[src/rtl/mem2stream_apb_csr.sv]
// mem2stream_apb_csr
//   APB completer holding the control/status registers of the AXI
//   memory-to-stream DMA core. Drives level-mode control into the DMA engine
//   and tracks single/continuous job completion (GO clear + interrupt).
//
// Ports
//   PCLK, PRESETn          clock, synchronous active-low reset
//   PSEL..PPROT            APB completer inputs (PPROT ignored)
//   PRDATA, PREADY, PSLVERR APB completer outputs (zero wait states)
//   IRQ                    CONTROL.IP & CONTROL.IE
//   dma_en/go/cont/chunk/num/start/end  level controls to the engine
//   dma_abort              one-cycle stop request to the engine
//   dma_done               one-cycle pulse per finished region pass
//
// Register map (PADDR[7:0])
//   0x00 VERSION (RO)    0x10 CONTROL {EN[31], IP[1] W1C, IE[0]}
//   0x20 START0  0x24 START1  0x28 END0  0x2C END1
//   0x30 NUM {GO[31], CONT[28], CHUNK[23:16], NUM_BYTE[15:0]}
//   0x40 CNT (remaining continuous passes)
//
// Build option
//   MEM2STREAM_CSR_ADDR64_EN : makes START1/END1 real registers driving the
//   upper 32 bits of dma_start/dma_end. Without it they read 0 and ignore
//   writes.

module mem2stream_apb_csr #(
  parameter int unsigned APB_AW  = 32,
  parameter int unsigned APB_DW  = 32,
  parameter logic [31:0] VERSION = 32'h2019_0405
) (
  input  logic              PCLK,
  input  logic              PRESETn,
  input  logic              PSEL,
  input  logic              PENABLE,
  input  logic [APB_AW-1:0] PADDR,
  input  logic              PWRITE,
  input  logic [APB_DW-1:0] PWDATA,
  input  logic [3:0]        PSTRB,
  input  logic [2:0]        PPROT,
  output logic [APB_DW-1:0] PRDATA,
  output logic              PREADY,
  output logic              PSLVERR,
  output logic              IRQ,
  output logic              dma_en,
  output logic              dma_go,
  output logic              dma_cont,
  output logic [7:0]        dma_chunk,
  output logic [15:0]       dma_num,
  output logic [63:0]       dma_start,
  output logic [63:0]       dma_end,
  output logic              dma_abort,
  input  logic              dma_done
);

  localparam logic [7:0] OFF_VERSION = 8'h00;
  localparam logic [7:0] OFF_CONTROL = 8'h10;
  localparam logic [7:0] OFF_START0  = 8'h20;
  localparam logic [7:0] OFF_START1  = 8'h24;
  localparam logic [7:0] OFF_END0    = 8'h28;
  localparam logic [7:0] OFF_END1    = 8'h2C;
  localparam logic [7:0] OFF_NUM     = 8'h30;
  localparam logic [7:0] OFF_CNT     = 8'h40;

  function automatic logic [31:0] merge_be(input logic [31:0] old_v,
                                           input logic [31:0] wr_v,
                                           input logic [3:0]  be);
    logic [31:0] res;
    res = old_v;
    for (int b = 0; b < 4; b++) begin
      if (be[b]) res[8*b +: 8] = wr_v[8*b +: 8];
    end
    return res;
  endfunction

  // Register state
  logic        ctrl_en, ctrl_ip, ctrl_ie;
  logic [31:0] start0, end0;
  logic [31:0] start1, end1;
  logic        num_go, num_cont;
  logic [7:0]  num_chunk;
  logic [15:0] num_byte;
  logic [31:0] cnt;
  logic [31:0] prdata_r;
  logic        abort_r;

  logic [7:0]  addr;
  logic        rd_setup, wr_setup, wr_acc, addr_ok;
  logic [31:0] ctrl_rd, num_rd, rd_mux;
  logic [31:0] ctrl_new, num_new;
  logic        ctrl_wr, num_wr, cnt_wr, ip_w1c;
  logic        num_start, num_reject, num_stop, en_stop, abort;
  logic        done_hit, finish;

  assign addr     = PADDR[7:0];
  assign rd_setup = PSEL & ~PENABLE & ~PWRITE;
  assign wr_setup = PSEL & ~PENABLE & PWRITE;
  assign wr_acc   = PSEL & PENABLE & PWRITE;

  assign ctrl_rd = {ctrl_en, 29'b0, ctrl_ip, ctrl_ie};
  assign num_rd  = {num_go, 2'b0, num_cont, 4'b0, num_chunk, num_byte};

  always_comb begin
    addr_ok = 1'b1;
    rd_mux  = 32'h0;
    case (addr)
      OFF_VERSION: rd_mux = VERSION;
      OFF_CONTROL: rd_mux = ctrl_rd;
      OFF_START0:  rd_mux = start0;
      OFF_START1:  rd_mux = start1;
      OFF_END0:    rd_mux = end0;
      OFF_END1:    rd_mux = end1;
      OFF_NUM:     rd_mux = num_rd;
      OFF_CNT:     rd_mux = cnt;
      default:     addr_ok = 1'b0;
    endcase
  end

  assign ctrl_wr  = wr_acc & (addr == OFF_CONTROL);
  assign num_wr   = wr_acc & (addr == OFF_NUM);
  assign cnt_wr   = wr_acc & (addr == OFF_CNT);
  assign ctrl_new = merge_be(ctrl_rd, PWDATA, PSTRB);
  assign num_new  = merge_be(num_rd, PWDATA, PSTRB);
  assign ip_w1c   = ctrl_wr & PSTRB[0] & PWDATA[1];

  // A GO=1 write only launches an idle, enabled engine; otherwise it is refused.
  assign num_reject = num_wr & num_new[31] & (~ctrl_en | num_go);
  assign num_start  = num_wr & num_new[31] & ctrl_en & ~num_go;
  assign num_stop   = num_wr & ~num_new[31] & num_go;
  assign en_stop    = ctrl_wr & ~ctrl_new[31] & num_go;
  assign abort      = num_stop | en_stop;

  // The abort path takes precedence over a coincident completion.
  assign done_hit = dma_done & num_go & ~abort;
  assign finish   = done_hit & (~num_cont | (cnt <= 32'd1));

  always_ff @(posedge PCLK) begin
    if (!PRESETn) begin
      ctrl_en   <= 1'b0;
      ctrl_ip   <= 1'b0;
      ctrl_ie   <= 1'b0;
      start0    <= 32'h0;
      end0      <= 32'h0;
      num_go    <= 1'b0;
      num_cont  <= 1'b0;
      num_chunk <= 8'h0;
      num_byte  <= 16'h0;
      cnt       <= 32'h0;
      prdata_r  <= 32'h0;
      abort_r   <= 1'b0;
    end else begin
      abort_r <= abort;

      if (rd_setup)      prdata_r <= rd_mux;
      else if (wr_setup) prdata_r <= 32'h0;

      if (ctrl_wr) begin
        ctrl_en <= ctrl_new[31];
        ctrl_ie <= ctrl_new[0];
      end
      // Completion set beats a simultaneous W1C.
      if (finish)      ctrl_ip <= 1'b1;
      else if (ip_w1c) ctrl_ip <= 1'b0;

      if (wr_acc && addr == OFF_START0) start0 <= merge_be(start0, PWDATA, PSTRB);
      if (wr_acc && addr == OFF_END0)   end0   <= merge_be(end0, PWDATA, PSTRB);

      if (num_wr && !num_reject) begin
        num_cont  <= num_new[28];
        num_chunk <= num_new[23:16];
        num_byte  <= num_new[15:0];
      end
      if (num_start)            num_go <= 1'b1;
      else if (abort || finish) num_go <= 1'b0;

      // CPU write beats the pass decrement; a zero count runs one pass.
      if (cnt_wr)
        cnt <= merge_be(cnt, PWDATA, PSTRB);
      else if (num_start && num_new[28] && cnt == 32'h0)
        cnt <= 32'd1;
      else if (done_hit && num_cont)
        cnt <= (cnt == 32'h0) ? 32'h0 : cnt - 32'd1;
    end
  end

`ifdef MEM2STREAM_CSR_ADDR64_EN
  always_ff @(posedge PCLK) begin
    if (!PRESETn) begin
      start1 <= 32'h0;
      end1   <= 32'h0;
    end else begin
      if (wr_acc && addr == OFF_START1) start1 <= merge_be(start1, PWDATA, PSTRB);
      if (wr_acc && addr == OFF_END1)   end1   <= merge_be(end1, PWDATA, PSTRB);
    end
  end
`else
  assign start1 = 32'h0;
  assign end1   = 32'h0;
`endif

  assign PRDATA    = prdata_r;
  assign PREADY    = 1'b1;
  assign PSLVERR   = PSEL & PENABLE & (~addr_ok | num_reject);
  assign IRQ       = ctrl_ip & ctrl_ie;
  assign dma_en    = ctrl_en;
  assign dma_go    = num_go;
  assign dma_cont  = num_cont;
  assign dma_chunk = num_chunk;
  assign dma_num   = num_byte;
  assign dma_start = {start1, start0};
  assign dma_end   = {end1, end0};
  assign dma_abort = abort_r;

  logic unused_bits;
  assign unused_bits = ^{PPROT, PADDR[APB_AW-1:8], ctrl_new[30:1],
                         num_new[30:29], num_new[27:24]};

endmodule

[config.mk]
export PLATFORM = sky130hd
export DESIGN_NAME = mem2stream_apb_csr
export DESIGN_NICKNAME = d
export VERILOG_FILES = /design/src/rtl/mem2stream_apb_csr.sv
export SDC_FILE = /design/constraint.sdc
export NUM_CORES = 1
export LEC_CHECK = 0
export CAP_MARGIN = 0
export CORE_UTILIZATION = 50
export CTS_CLUSTER_SIZE = 24
export DETAILED_ROUTE_END_ITERATION = 7
export PLACE_DENSITY = 0.85
export SLEW_MARGIN = 20
export SYNTH_ARGS = -nofsm -noshare
export SYNTH_HDL_FRONTEND = slang
export SYNTH_SLANG_ARGS = --single-unit
[constraint.sdc]
create_clock -name PCLK -period 8.4 [get_ports PCLK]
set_clock_uncertainty 0.1 [all_clocks]
set_input_delay 0.84 -clock PCLK [delete_from_list [all_inputs] [get_ports PCLK]]
set_output_delay 0.84 -clock PCLK [all_outputs]
set_load 0.02 [all_outputs]
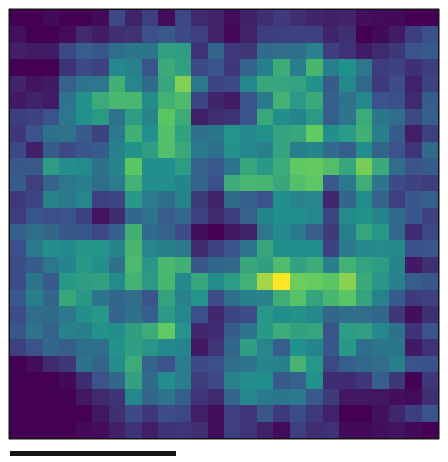
run_1/wire_density.png
The bar under the picture is 50 µm long. The die is cut into 26 by 26 equal tiles; dark purple is low, yellow is high, scaled to the fullest tile. Values are wire area over tile area, all layers added.
- fullest tile: 0.77
- mean over tiles: 0.25
- tiles over half the peak: 20%
- nearly empty tiles: 5.0%
Tot GR Track Use: 0.303
total vias in the final route: 8056

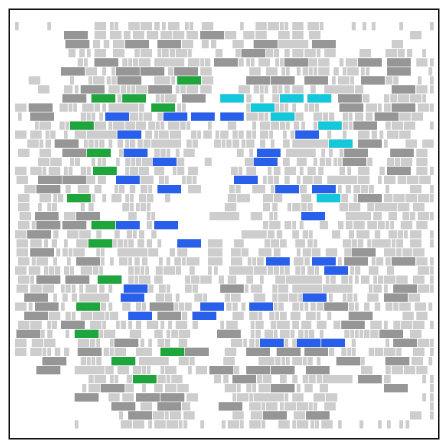
run_1/registers.png
Other sequential cells in the stronger grey, the rest of the logic in the fainter grey.
- dma_num: green (flops 16)
- cnt: blue (flops 32)
- dma_chunk: cyan (flops 8)

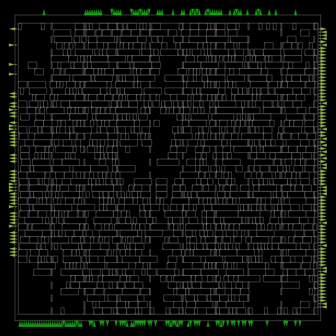
run_1/final_placement.png
utilization of the core after routing: 0.662
Placeable Area: 15400 µm²
number of well taps: 211

==> run 1: where the power goes <==
| group | internal (mW) | switching (mW) |
|---|---|---|
| logic | 0.0284 | 0.0666 |
| clock network | 0.457 | 0.300 |
| registers | 0.749 | 0.000138 |
| total | 1.23 | 0.367 |
==> run 1: worst paths after layout <==
check                                                end  slack, ns
worst max-delay path                             PSLVERR       4.25
worst min-delay path            dma_num[13]$_SDFFE_PN0P_       0.37
worst max register to register       cnt[2]$_SDFFE_PN0P_       5.24
worst min register to register  dma_num[13]$_SDFFE_PN0P_       0.37
==> run 1: cell families (layout without fill, tap and decap cells) <==
group	Yosys count	count (layout)
xor gates and xnor gates	9	9
and+or+nand+nor	409	409
adders and majority gates	3	3
AOI/OAI and AO/OA	272	272
DFF	158	158
muxes	34	34
buffers and inverters	132	221
other	2	65
==> flow.log, run 1 <==
[flow] collecting metrics
[metrics] xor and xnor area share after synthesis: 0.00984
[metrics] max incr delay on CP: slightly above 0.7 ns
[metrics] area of the chip: 16500 µm²
[metrics] chip area line of the yosys report: between 8000 and 9000 µm²
[metrics] Fin Setup TNS: 0 ns
[metrics] Post-synth seq share: 0.395
[metrics] Compound Share, Synth: 0.215
[metrics] width of the die: 129 µm
[metrics] Crit. path cell count: 6
[metrics] area after detailed placement: 9650 µm²
[metrics] total number of warnings across the stage logs: about 55
[metrics] Clk Latency, worst-skew pair: 0.43 ns
[metrics] Post-CTS Setup Inserts: 0
[metrics] commonest non-fill, non-tap cell in the layout: nand2_1
[metrics] Routability Congestion: 0.840
[metrics] CP Capture Type: output pin
[metrics] total congestion overflow after global routing: 0
[metrics] post-synthesis adder-cell area fraction: 0.00469
[metrics] DR WL/cell: 18.1 µm
[metrics] cell row count: 45
[metrics] reported leakage power: 3.73 nW
[metrics] number of flops mapped to enable cells by yosys: 0
[metrics] Yosys top cell by area: dfxtp_1
[metrics] setup repair after global routing missed its margin: false
[metrics] post-cts hold-fix buffer tally: 0
[metrics] post-synthesis mux area share: 0.0425
[metrics] final cell count without fillers: between 1000 and 1500
[metrics] CTS root buffer: clkbuf_16
[metrics] register share of the cell area: 0.310
[metrics] Area contributors post-synth: dfxtp_1, nand2_1, a21oi_1
[metrics] pin count of the biggest net entering global routing: around 68
[metrics] worst setup path startpoint: PADDR[5]
[metrics] GRT met1 Usage: 0.386
[metrics] CTS HTree Levels: 4
[metrics] Area Growth Syn to Fin: 27.5%
[metrics] P per Cell Area: 157 nW/µm²
[metrics] Max Clk Rate: about 240 MHz
[metrics] antenna cells: 0
[metrics] predominant post-synthesis flop cell: dfxtp_1
[metrics] number of buffers and inverters on the critical path: 2
[metrics] overall routed net length: 25.0 mm
[metrics] clock transition at the registers of the reported paths: 0.06 ns
[metrics] Place WS: 4.27 ns
[metrics] met2 Use GR: 0.494
[metrics] portion of synthesized cell area occupied by the leading cell type: 0.395
[metrics] origin of the worst min-delay path: dma_num[13]$_SDFFE_PN0P_
[metrics] CTS tree: done
[metrics] count of plain and timing-repair buffers: 184
[metrics] synthesis warning total: 0
[metrics] distinct cell type count of the synthesized netlist: around 63
[metrics] GR peak layer: met2
[metrics] Combinational Gates: 792
[metrics] Slowest-stage cell, CP: or4b_2
[metrics] status: finished, final reports clean
[metrics] wire length of the first global-routing pass: 38.6 mm
[metrics] met3 layer usage reported by global route: 0.0682
[metrics] count of nets after finishing: 1240
[metrics] via count of the first global-routing pass: 7198
[metrics] Post-Syn Area per Cell: about 7.9 µm²
[metrics] sum of routed wire segments on met1: around 10 mm
[metrics] commonest cells after routing, fill and taps aside: nand2_1, clkdlybuf4s50_1, dfxtp_1
[metrics] Crit path required time: ~7.5 ns
[metrics] Synthesized registers: approximately 160
[metrics] period utilisation layout: 0.494
[metrics] number of cell instances after yosys synthesis: 1019
[metrics] fraction of final layout cells with drive strength greater than 1: 0.0538
[metrics] half-perimeter wire length after detailed placement: between 15 and 20 mm
[metrics] Hold Violations, Final: 0
[metrics] flop count: around 160
[metrics] number of buffers between clock root and the deepest sink: 2
[metrics] Critical Path Fanout Max: 6
[metrics] worst supply voltage drop on vdd: 0.135 mV
[metrics] share of final layout cell area taken by clock buffers and inverters: 0.0555
[metrics] final setup violating endpoints: 0
[metrics] Top class by area: multi-input combinational cells
[metrics] nature of the critical path startpoint: primary input
[metrics] asr flop ratio synth: 0
[metrics] top layer in use: met4
[metrics] min setup slack post-route: 4.25 ns
[metrics] height of the die: 129 µm
[metrics] first-pass iteration count of the detailed router: 6
[metrics] synthesized instance count: 1019
[metrics] Final Critical Period: 4.15 ns
[metrics] top logic cell family in the synthesized netlist: simple AND/OR/NAND/NOR gates
==> run 2: changes to the inputs <==
- CORE_UTILIZATION: 50 -> 42
- PLACE_DENSITY: 0.85 -> 0.76
- clock period: 8.4 -> 3.3 ns (I/O delays scaled with it)
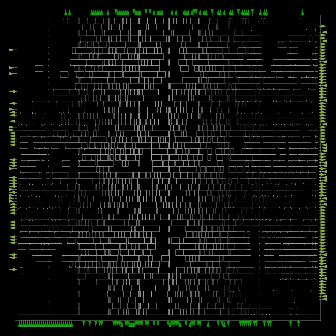
run_2/final_placement.png
number of well taps: 234
register share of the cell area: 0.302

==> run 2 against run 1 <==
Against the previous run: utilization shrank 10 points; worst hold slack gained 0.00058 ns; die size grew 19%; first-iteration DRC count shrank 3.7%; largest cell class unchanged; cell count grew 3.8%; register-to-register slack lost 4.8 ns; synthesized area is the same; largest power group is now registers; global-route usage shrank 3.6 points.
==> flow.log, run 2 <==
[flow] collecting metrics
[metrics] status: finished, final reports clean (unchanged)
[metrics] first-pass iteration count of the detailed router: 7 (was 6)
[metrics] total number of warnings across the stage logs: 55 (unchanged)
[metrics] Area contributors post-synth: dfxtp_1, nand2_1, a21oi_1 (unchanged)
[metrics] number of buffers and inverters on the critical path: 3 (was 2)
[metrics] max incr delay on CP: 0.70 ns (was 0.71 ns)
[metrics] Critical Path Fanout Max: 3 (was 6)
[metrics] period utilisation layout: 0.929
[metrics] antenna cells: 0 (unchanged)
[metrics] CTS HTree Levels: 4 (unchanged)
[metrics] post-synthesis mux area share: 0.0425 (unchanged)
[metrics] CP Capture Type: output pin (unchanged)
[metrics] nature of the critical path startpoint: primary input (unchanged)
[metrics] CTS tree: done (unchanged)
[metrics] endpoint of the worst-slack reg-to-reg timing path: cnt[2]$_SDFFE_PN0P_ (unchanged)
[metrics] number of flops mapped to enable cells by yosys: 0 (unchanged)
[metrics] top logic cell family in the synthesized netlist: simple AND/OR/NAND/NOR gates (unchanged)
[metrics] synthesized instance count: 1019 (unchanged)
[metrics] min setup slack post-route: 0.235 ns (was 4.25 ns)
[metrics] Final Critical Period: 3.07 ns
[metrics] final antenna-violating net count: 0 (unchanged)
[metrics] Place WS: 0.0309 ns (was 4.27 ns)
[metrics] post-cts hold-fix buffer tally: 0 (unchanged)
[metrics] clock transition at the registers of the reported paths: 0.06 ns (about the same)
[metrics] commonest cells after routing, fill and taps aside: nand2_1, clkdlybuf4s50_1, dfxtp_1 (unchanged)
[metrics] Slowest-stage cell, CP: or4b_2 (unchanged)
[metrics] reported leakage power: 3.87 nW (was 3.73 nW)
[metrics] number of cell instances after yosys synthesis: 1019 (unchanged)
[metrics] Clk Latency, worst-skew pair: 0.43 ns (about the same)
[metrics] Crit. path cell count: 7 (was 6)
[metrics] height of the die: 140 µm (was 129 µm)
[metrics] minimum setup slack among reg-to-reg paths: 0.47 ns (was 5.24 ns)
[metrics] endpoint of the worst setup timing path: PSLVERR (unchanged)
[metrics] xor and xnor area share after synthesis: 0.00984 (unchanged)
[metrics] distinct cell type count of the synthesized netlist: 63 (unchanged)
[metrics] Synthesized registers: 158 (unchanged)
[metrics] final cell count without fillers: 1435 (was 1382)
[metrics] commonest non-fill, non-tap cell in the layout: nand2_1 (unchanged)
[metrics] total congestion overflow after global routing: 0 (unchanged)
[metrics] Compound Share, Synth: 0.215 (unchanged)
[metrics] count of nets after finishing: 1268 (was 1240)
[metrics] chip area line of the yosys report: 8010 µm² (unchanged)
[metrics] Post-Syn Area per Cell: 7.86 µm² (unchanged)
[metrics] Max Clk Rate: 326 MHz
[metrics] P per Cell Area: 389 nW/µm² (was 157 nW/µm²)
[metrics] origin of the worst min-delay path: dma_chunk[3]$_SDFFE_PN0P_ (was dma_num[13]$_SDFFE_PN0P_)
[metrics] via count of the first global-routing pass: 7485 (was 7198)
[metrics] width of the die: 140 µm (was 129 µm)
[metrics] area after detailed placement: 9900 µm² (was 9650 µm²)
[metrics] wire length of the first global-routing pass: 41.3 mm (was 38.6 mm)
[metrics] DR WL/cell: 18.4 µm (was 18.1 µm)
[metrics] half-perimeter wire length after detailed placement: 18.3 mm (was 16.6 mm)
[metrics] Post-CTS Setup Inserts: 0 (unchanged)
[metrics] HP Class: flop to flop (unchanged)
[metrics] cell row count: 50 (was 45)
[metrics] CTS root buffer: clkbuf_16 (unchanged)
[metrics] Hold Violations, Final: 0 (unchanged)
[metrics] area of the chip: 19600 µm² (was 16500 µm²)
[metrics] final setup violating endpoints: 0 (unchanged)
[metrics] portion of synthesized cell area occupied by the leading cell type: 0.395 (unchanged)
[metrics] predominant post-synthesis flop cell: dfxtp_1 (unchanged)
[metrics] setup repair after global routing missed its margin: false (unchanged)
[metrics] Routability Congestion: 0.897 (was 0.840)
[metrics] worst supply voltage drop on vdd: 0.356 mV (was 0.135 mV)
[metrics] utilization of the core after routing: 0.559 (was 0.662)
[metrics] worst setup path startpoint: PADDR[1] (was PADDR[5])
[metrics] asr flop ratio synth: 0 (unchanged)
[metrics] fraction of final layout cells with drive strength greater than 1: 0.0774 (was 0.0538)
[metrics] Area Growth Syn to Fin: 30.6% (was 27.5%)
[metrics] Tot GR Track Use: 0.267 (was 0.303)
[metrics] Yosys top cell by area: dfxtp_1 (unchanged)
[metrics] pin count of the biggest net entering global routing: 53 (was 68)
[metrics] number of buffers between clock root and the deepest sink: 2 (unchanged)
[metrics] Placeable Area: 18700 µm² (was 15400 µm²)
[metrics] Crit path required time: 2.87 ns (was 7.46 ns)
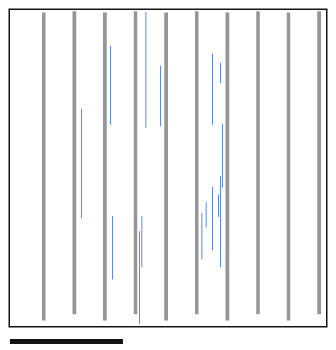
run_2/met4.png
The bar under the picture is 50 µm long. Supply wires on this layer in grey.
- main direction: vertical
- nets with wire on the layer: 12
- share of all routed wire: 1.6%
- longest straight run: 51.0 µm
overall routed net length: 26.4 mm
total vias in the final route: 8152

run 2: layer usage:
layer	GRT usage	wire length, µm	part of all wire	vias up
li1	-	-	-	3811
met2	0.435	12400	0.47	451
met1	0.349	11000	0.42	3855
met3	0.0674	2580	0.098	35
met5	0	0	0	-
met4	0.0729	428	0.016	0
run 2: report_power, final:
group	switching (mW)	internal (mW)	leakage, nW
logic	0.174	0.0821	2.32
registers	0.000357	1.91	1.27
clock network	0.811	1.10	0.276
run 2: cell type report:
| cell class | instances | area share |
|---|---|---|
| clock inverters | 10 | 0.00837 |
| flip-flops and latches | 158 | 0.302 |
| repair buffers | 212 | 0.196 |
| multi-input cells | 792 | 0.417 |
| well taps | 234 | 0.0280 |
| clock buffers | 22 | 0.0453 |
| inverters | 7 | 0.00263 |
==> run 3: changes to the inputs <==
- CORE_MARGIN: not set -> 2
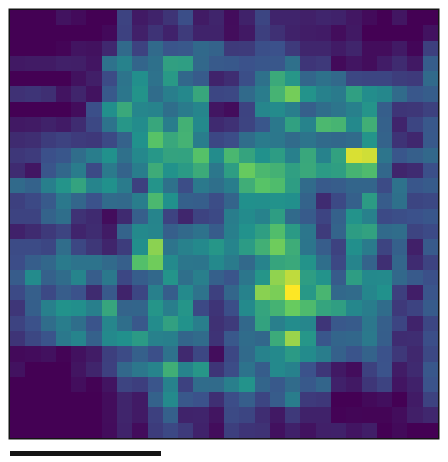
run_3/wire_density.png
The bar under the picture is 50 µm long. The die is cut into 28 by 28 equal tiles; dark purple is low, yellow is high, scaled to the fullest tile. Values are wire area over tile area, all layers added.
- mean over tiles: 0.21
- fullest tile: 0.75
- densest ninth of the die: centre
total vias in the final route: 8144
DR WL/cell: 18.3 µm
overall routed net length: 26.3 mm
Tot GR Track Use: 0.253

==> run 3 against run 2 <==
Against the previous run: wire length decreased by 0.51%; design area increased by 0.68%; setup slack got worse by 0.059 ns; critical path type unchanged; largest cell class unchanged.
==> flow.log, run 3 <==
[flow] collecting metrics
[metrics] status: finished, final reports clean (unchanged)
[metrics] HP Class: flop to flop (unchanged)
[metrics] count of nets after finishing: 1269 (was 1268)
[metrics] width of the die: 142 µm (was 140 µm)
[metrics] comb pwr: 257 µW (about the same)
[metrics] number of cell instances after yosys synthesis: 1019 (unchanged)
[metrics] antenna cells: 0 (unchanged)
[metrics] distinct cell type count of the synthesized netlist: 63 (unchanged)
[metrics] Reg power frac: 0.445 (was 0.469)
[metrics] utilization of the core after routing: 0.563 (was 0.559)
[metrics] endpoint of the worst setup timing path: PSLVERR (unchanged)
[metrics] commonest cells after routing, fill and taps aside: nand2_1, clkdlybuf4s50_1, dfxtp_1 (unchanged)
[metrics] asr flop ratio synth: 0 (unchanged)
[metrics] predominant post-synthesis flop cell: dfxtp_1 (unchanged)
[metrics] fraction of final layout cells with drive strength greater than 1: 0.0783 (was 0.0774)
[metrics] GRT met1 Usage: 0.335 (was 0.349)
[metrics] P_int: 3.28 mW (was 3.08 mW)
[metrics] remaining design rule violation count: 0 (unchanged)
[metrics] wire length of the first global-routing pass: 40.3 mm (was 41.3 mm)
[metrics] worst supply voltage drop on vdd: 0.362 mV (was 0.356 mV)
[metrics] max incr delay on CP: 0.71 ns (was 0.70 ns)
[metrics] commonest non-fill, non-tap cell in the layout: nand2_1 (unchanged)
[metrics] met3 layer usage reported by global route: 0.0663 (was 0.0674)
[metrics] worst setup path startpoint: PADDR[1] (unchanged)
[metrics] Routability Congestion: 0.887 (was 0.897)
[metrics] post-cts hold-fix buffer tally: 0 (unchanged)
[metrics] period utilisation layout: 0.947 (was 0.929)
[metrics] portion of synthesized cell area occupied by the leading cell type: 0.395 (unchanged)
[metrics] via count of the first global-routing pass: 7358 (was 7485)
[metrics] top logic cell family in the synthesized netlist: simple AND/OR/NAND/NOR gates (unchanged)
[metrics] Area Growth Syn to Fin: 31.5% (was 30.6%)
[metrics] synthesis warning total: 0 (unchanged)
[metrics] Fin Setup TNS: 0 ns (unchanged)
[metrics] detailed-routed wire length on met2: 12.2 mm (was 12.4 mm)
[metrics] origin of the worst min-delay path: start0[15]$_SDFFE_PN0P_ (was dma_chunk[3]$_SDFFE_PN0P_)
[metrics] synthesized instance count: 1019 (unchanged)
[metrics] Place WS: 0.00494 ns (was 0.0309 ns)
[metrics] xor and xnor area share after synthesis: 0.00984 (unchanged)
[metrics] heaviest power group: the clock network (was registers)
[metrics] GR peak layer: met2 (unchanged)
[metrics] top layer in use: met4 (unchanged)
[metrics] CP Capture Type: output pin (unchanged)
[metrics] Hold Violations, Final: 0 (unchanged)
[metrics] power of the sequential group: 1.91 mW (about the same)
[metrics] number of buffers and inverters on the critical path: 3 (unchanged)
[metrics] switching part of the total: 0.234 (was 0.242)
[metrics] reported leakage power: 3.90 nW (was 3.87 nW)
[metrics] Post-CTS Setup Inserts: 0 (unchanged)
[metrics] met2 Use GR: 0.404 (was 0.435)
[metrics] sw power: 1.00 mW (was 986 µW)
[metrics] clock network power consumption: 2.12 mW (was 1.91 mW)
[metrics] Compound Share, Synth: 0.215 (unchanged)
[metrics] Post-Syn Area per Cell: 7.86 µm² (unchanged)
[metrics] Final Critical Period: 3.12 ns (was 3.07 ns)
[metrics] endpoint of the worst-slack reg-to-reg timing path: cnt[30]$_SDFFE_PN0P_ (was cnt[2]$_SDFFE_PN0P_)
[metrics] Crit. path cell count: 7 (unchanged)
[metrics] number of flops mapped to enable cells by yosys: 0 (unchanged)
[metrics] clock transition at the registers of the reported paths: 0.06 ns (about the same)
[metrics] Critical Path Fanout Max: 3 (unchanged)
[metrics] Gate power share: 0.060 (was 0.063)
[metrics] area after detailed placement: 9910 µm² (was 9900 µm²)
[metrics] cell row count: 50 (unchanged)
[metrics] Post-synth seq share: 0.395 (unchanged)
[metrics] minimum setup slack among reg-to-reg paths: 0.44 ns (was 0.47 ns)
[metrics] P per Cell Area: 407 nW/µm² (was 389 nW/µm²)
[metrics] height of the die: 142 µm (was 140 µm)
[metrics] final cell count without fillers: 1435 (unchanged)
[metrics] Yosys top cell by area: dfxtp_1 (unchanged)
[metrics] setup repair after global routing missed its margin: false (unchanged)
[metrics] Max Clk Rate: 320 MHz (was 326 MHz)
[metrics] nature of the critical path startpoint: primary input (unchanged)
[metrics] post-synthesis mux area share: 0.0425 (unchanged)
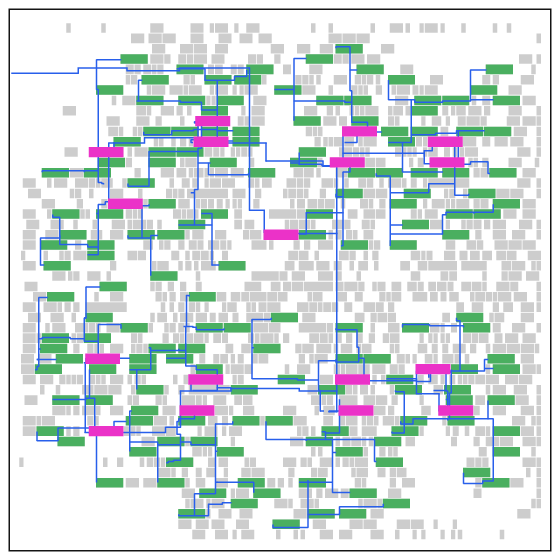
run_3/clock_map.png
- clock wires: blue (length 1990 µm)
- cells driving clock nets: magenta (count 17)
- flip-flops: green (count 158)
- routed clock nets: 18
- flops lie: all over the die
clock share of power: 0.495
Clk Latency, worst-skew pair: 0.43 ns

-- run 3: cell count changes in the layout (fill, tap and decap cells not counted) --
cell / previous run / this run
bufinv_16: 1 / 4
inv_6: 1 / 4
clkinv_2: 6 / 2
clkbuf_1: 2 / 1
clkinv_4: 1 / 0
buf_4: 35 / 36
clkinvlp_4: 2 / 3
clkbuf_8: 3 / 1
-- run 3: worst reg2reg max path: stages, from the launching register on --
cell      delay (ns)
dfxtp_1         0.37
or4_4           0.59
nor3_2          0.37
nand3_1         0.35
or3_1           0.44
o41ai_1         0.31
nand2_1         0.10
a21boi_0        0.17
-- run 3: layout make-up --
cell class                 instances  area, µm²
clock buffer                      19        443
clock inverter                    12        183
fill                            1722       8170
inverter                           7       27.5
multi-input combinational        792       4360
sequential                       158       3160
tap                              234        293
timing repair buffer             213       2060
Power and IR drop assume default switching activity.
